===== src/rtl/pipe_sequencer.sv =====
// pipe_sequencer: sequencing controller for the two-stage pipeline.
// Produces fetch/vector-load enables, stage valid bits and the stage-2
// commit gate from the decode results (PC_load_en, HLT) and the external
// stall / halt / run controls, and counts retired instructions.
// Outputs are driven from registered state plus the current inputs; run
// only ever acts on the state register.
module pipe_sequencer #(
    parameter int CNT_W = 16
) (
    input  logic             clk,
    input  logic             rst,
    input  logic             stall,
    input  logic             PC_load_en,
    input  logic             HLT,
    input  logic             halt_req,
    input  logic             run,
    output logic             fetch_en,
    output logic             vec_load,
    output logic             s1_valid,
    output logic             s2_valid,
    output logic             s2_commit,
    output logic             halted,
    output logic [CNT_W-1:0] retired_cnt
);

    typedef enum logic [1:0] {
        ST_BOOT = 2'd0,
        ST_RUN  = 2'd1,
        ST_HALT = 2'd2
    } state_t;

    state_t           r_state;
    state_t           w_state_nxt;
    logic             r_s1_valid;
    logic             r_s2_valid;
    logic             r_halt_pending;
    logic [CNT_W-1:0] r_retired_cnt;

    logic             w_adv;
    logic             w_fetch_en;
    logic             w_vec_load;
    logic             w_commit;
    logic             w_halted;
    logic             w_taken;
    logic             w_halting;
    logic             w_s1_nxt;
    logic             w_s2_nxt;
    logic             w_pend_nxt;
    logic [CNT_W-1:0] w_cnt_nxt;

    // Wrapping increment of the retired-instruction counter.
    function automatic logic [CNT_W-1:0] cnt_inc(input logic [CNT_W-1:0] cnt);
        cnt_inc = cnt + CNT_W'(1);
    endfunction

    // Next-state, valid-bit and output decode for the sequencer FSM.
    always_comb begin
        w_state_nxt = r_state;
        w_adv       = 1'b0;
        w_fetch_en  = 1'b0;
        w_vec_load  = 1'b0;
        w_commit    = 1'b0;
        w_halted    = 1'b0;
        w_taken     = 1'b0;
        w_halting   = 1'b0;
        w_s1_nxt    = r_s1_valid;
        w_s2_nxt    = r_s2_valid;
        w_pend_nxt  = r_halt_pending;

        case (r_state)
            ST_BOOT: begin
                // PC takes the start vector; stall has no effect here.
                w_vec_load  = 1'b1;
                w_state_nxt = ST_RUN;
                if (halt_req) begin
                    w_pend_nxt = 1'b1;
                end else begin
                    w_pend_nxt = r_halt_pending;
                end
            end

            ST_RUN: begin
                w_adv      = ~stall;
                w_fetch_en = w_adv;
                w_commit   = w_adv & r_s2_valid;
                w_taken    = w_commit & PC_load_en;
                w_halting  = w_adv & ((w_commit & HLT) | r_halt_pending | halt_req);
                if (w_halting) begin
                    // Stage 2 commits this cycle; everything younger is dropped.
                    w_state_nxt = ST_HALT;
                    w_s1_nxt    = 1'b0;
                    w_s2_nxt    = 1'b0;
                    w_pend_nxt  = 1'b0;
                end else if (w_adv) begin
                    // A taken branch squashes both already-fetched fall-through slots.
                    w_s2_nxt = r_s1_valid & ~w_taken;
                    w_s1_nxt = ~w_taken;
                end else begin
                    // Frozen: valids hold, a halt request waits for the next advance.
                    w_s1_nxt = r_s1_valid;
                    w_s2_nxt = r_s2_valid;
                    if (halt_req) begin
                        w_pend_nxt = 1'b1;
                    end else begin
                        w_pend_nxt = r_halt_pending;
                    end
                end
            end

            ST_HALT: begin
                // Pipeline is empty; halt requests are dropped while halted.
                w_halted   = 1'b1;
                w_s1_nxt   = 1'b0;
                w_s2_nxt   = 1'b0;
                w_pend_nxt = 1'b0;
                if (run) begin
                    w_state_nxt = ST_BOOT;
                end else begin
                    w_state_nxt = ST_HALT;
                end
            end

            default: begin
                // Unreachable encoding: recover through a clean boot.
                w_state_nxt = ST_BOOT;
                w_s1_nxt    = 1'b0;
                w_s2_nxt    = 1'b0;
                w_pend_nxt  = 1'b0;
            end
        endcase

        if (w_commit) begin
            w_cnt_nxt = cnt_inc(r_retired_cnt);
        end else begin
            w_cnt_nxt = r_retired_cnt;
        end
    end

    // State, valid bits, pending halt and retired counter; rst wins over all.
    always_ff @(posedge clk) begin
        if (rst) begin
            r_state        <= ST_BOOT;
            r_s1_valid     <= 1'b0;
            r_s2_valid     <= 1'b0;
            r_halt_pending <= 1'b0;
            r_retired_cnt  <= '0;
        end else begin
            r_state        <= w_state_nxt;
            r_s1_valid     <= w_s1_nxt;
            r_s2_valid     <= w_s2_nxt;
            r_halt_pending <= w_pend_nxt;
            r_retired_cnt  <= w_cnt_nxt;
        end
    end

    assign fetch_en    = w_fetch_en;
    assign vec_load    = w_vec_load;
    assign s1_valid    = r_s1_valid;
    assign s2_valid    = r_s2_valid;
    assign s2_commit   = w_commit;
    assign halted      = w_halted;
    assign retired_cnt = r_retired_cnt;

endmodule


===== config.mk =====
export PLATFORM = sky130hd
export DESIGN_NAME = pipe_sequencer
export DESIGN_NICKNAME = d
export VERILOG_FILES = /design/src/rtl/pipe_sequencer.sv
export SDC_FILE = /design/constraint.sdc
export NUM_CORES = 1
export LEC_CHECK = 0
export CAP_MARGIN = 20
export CORE_MARGIN = 2
export CORE_UTILIZATION = 45
export DETAILED_ROUTE_END_ITERATION = 6
export PLACE_DENSITY = 0.81
export SKIP_CTS_REPAIR_TIMING = 1
export SYNTH_ARGS = -nofsm -noshare
export SYNTH_HDL_FRONTEND = slang
export SYNTH_SLANG_ARGS = --single-unit

===== constraint.sdc =====
create_clock -name clk -period 3.05 [get_ports clk]
set_clock_uncertainty 0.05 [all_clocks]
set_input_delay 0.305 -clock clk [delete_from_list [all_inputs] [get_ports clk]]
set_output_delay 0.305 -clock clk [all_outputs]
set_load 0.02 [all_outputs]

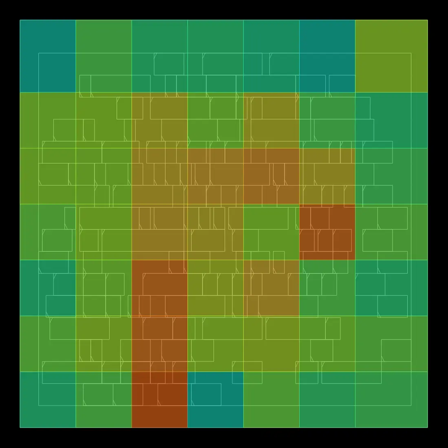
*Track usage over the die*
GR peak layer: met2
drt wl/cell: 12.3 um
GR Util All Layers: 0.175

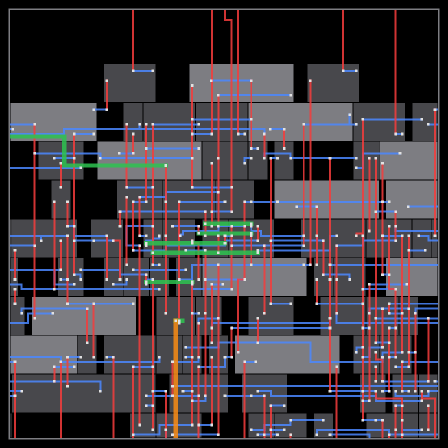
*A small window of the routed layout*
Region (10, 20) to (40, 50) um. Cells in grey, sequential cells in the stronger grey; small squares are vias.
legend:
  met2:
    colour: red
  met3:
    colour: green
  met4:
    colour: orange
  met1:
    colour: blue
cells with their middle in the window: 69
sequential cells in the window: 10
most frequent: dfxtp_1 (10), clkdlybuf4s50_1 (7)
netlist names of flops here include: retired_cnt (9), r_state (1)

==> out/highlights.md <==
Finish
* 182 — Filler Cells Inserted
* 0 — Antenna Cells

Place
* 1530 um — HPWL reported at the end of detailed placement
* 28 — PortBufs

Setup path
* sky130_fd_sc_hd__clkdlybuf4s50_1 — Max stage delay cell, worst path
* 660 ps — Max stage delay on crit path
* flip-flop — launching element type of the critical path
* sky130_fd_sc_hd__nor2b_1 — cell mode on critical path
* flip-flop to output pin — type of the setup path with the least slack
* 2690 ps — Critical Path RT

CTS
* 110 ps — clock transition time at the flip-flop clock pins of the worst setup and hold paths
* 1 — H-tree lvl count
* sky130_fd_sc_hd__clkbuf_4 — Root Buffer Master
* 300 ps — clock insertion delay at the later pin of the skew report

Run
* 26 — tool warnings

Synthesis
* 966 um2 — cell area after technology mapping
* 0.435 — top area contributor share
* 32 — Unique masters post-synth
* 0 — number of warnings printed during yosys synthesis
* 0.131 — compound-cell area share of the yosys netlist
* 0.299 — fraction of the mapped netlist area in simple logic gates
* sky130_fd_sc_hd__dfxtp_1 — Synth area leader
* 966 um2 — yosys synthesis chip area
* 0.0130 — adder share
* 0 — fraction of synthesis flops using an asynchronous set or reset pin
* 0.435 — Seq/Total Area, Yosys

STA
* 0 — Pins Over Slew Limit
* 0.518 — relative slew slack
* false — setup repair after global routing missed its margin
* 0.739 — final worst path period share
* 0 ps — aggregate negative setup slack
* 0 — final-report hold violation count

Floorplan
* 29 — Boundary Pins
* 50.3 um — vertical die size
* 0.00200 mm2 — core area
* 0.00253 mm2 — Die Size

Power and ir drop
* 351 mW/mm2 — pwr dens

Route
* 13 — number of DRC violations after detailed-routing iteration 0
* 2010 um — drt total wl
* 900 — Via Count
* 5.52 — via density per instance

Global routing
* 0 — total congestion overflow

Status
* complete, no violations — result of the run

-- report_power, final --
| part | switching [uW] | internal, uW |
|---|---|---|
| clock | 83.0 | 48.9 |
| combinational | 16.9 | 18.8 |
| sequential | 3.86 | 278 |
| total | 104 | 346 |
-- metal layers --
| layer | global-route usage | vias up | part of all wire |
|---|---|---|---|
| met5 | 0 | - | 0 |
| met4 | 0.0676 | 0 | 0.0070 |
| met3 | 0.0298 | 2 | 0.048 |
| met2 | 0.327 | 29 | 0.52 |
| met1 | 0.194 | 422 | 0.43 |
| li1 | - | 447 | - |
-- sequential cells by signal (all words and copies together), names as in the netlist --
name,cells
r_halt_pending,1
s2_valid,1
r_state,2
s1_valid,1
retired_cnt,16
-- layout make-up --
type	instances	area [um2]	area share
clock inverters	1	5.00	0.00391
multi-input cells	80	507	0.396
well taps	27	33.8	0.0264
clock buffers	3	22.5	0.0176
repair buffers	28	280	0.219
inverters	3	11.3	0.00880
flip-flops and latches	21	420	0.328
-- worst register-to-register path, stage by stage, from the launching register on --
cell,delay (ps)
sky130_fd_sc_hd__dfxtp_1,480
sky130_fd_sc_hd__nand4bb_4,190
sky130_fd_sc_hd__or4_4,590
sky130_fd_sc_hd__or3_1,360
sky130_fd_sc_hd__a21oi_1,140
-- path summary, 6_finish.rpt --
kind	startpoint	endpoint	slack, ps	depth (start not counted)
setup / recovery	r_state[0]	fetch_en	800	3
hold / removal	s1_valid	s2_valid	440	2
hold reg to reg	s1_valid	s2_valid	440	2
setup reg to reg	s2_valid	retired_cnt[15]	1170	4
-- layout by cell type, fill, tap and decap left out, types with 2 or more instances in the layout --
cell / synthesis / final
sky130_fd_sc_hd__and2_1: 2 / 2
sky130_fd_sc_hd__nor3_1: 4 / 4
sky130_fd_sc_hd__xnor2_1: 5 / 5
sky130_fd_sc_hd__nand4_1: 6 / 6
sky130_fd_sc_hd__clkdlybuf4s50_1: 0 / 28
sky130_fd_sc_hd__nand2_1: 9 / 9
sky130_fd_sc_hd__dfxtp_1: 21 / 21
sky130_fd_sc_hd__clkbuf_4: 0 / 3
sky130_fd_sc_hd__nand3_1: 5 / 5
sky130_fd_sc_hd__o21ai_0: 4 / 4
sky130_fd_sc_hd__a21oi_1: 8 / 8
sky130_fd_sc_hd__xor2_1: 4 / 4
sky130_fd_sc_hd__or3_1: 3 / 3
sky130_fd_sc_hd__inv_1: 2 / 2
sky130_fd_sc_hd__nor2_1: 12 / 12
sky130_fd_sc_hd__nor2b_1: 3 / 3
sky130_fd_sc_hd__a211oi_1: 2 / 2
-- metrics by stage --
step / utilization / worst slack (ps) / total power, uW / hold slack [ps] / std cells
2_1_floorplan: - / 1170 / 307 / 365 / 107
3_3_place_gp: 0.626 / 849 / 323 / 422 / 159
3_5_place_dp: 0.626 / 817 / 324 / 428 / 159
4_1_cts: 0.639 / 781 / 458 / 445 / 163
5_1_grt: 0.639 / 716 / 471 / 473 / 163
6_report: 0.639 / 797 / 449 / 445 / 163
No activity file was given, so power comes from the tool's default toggle rates.
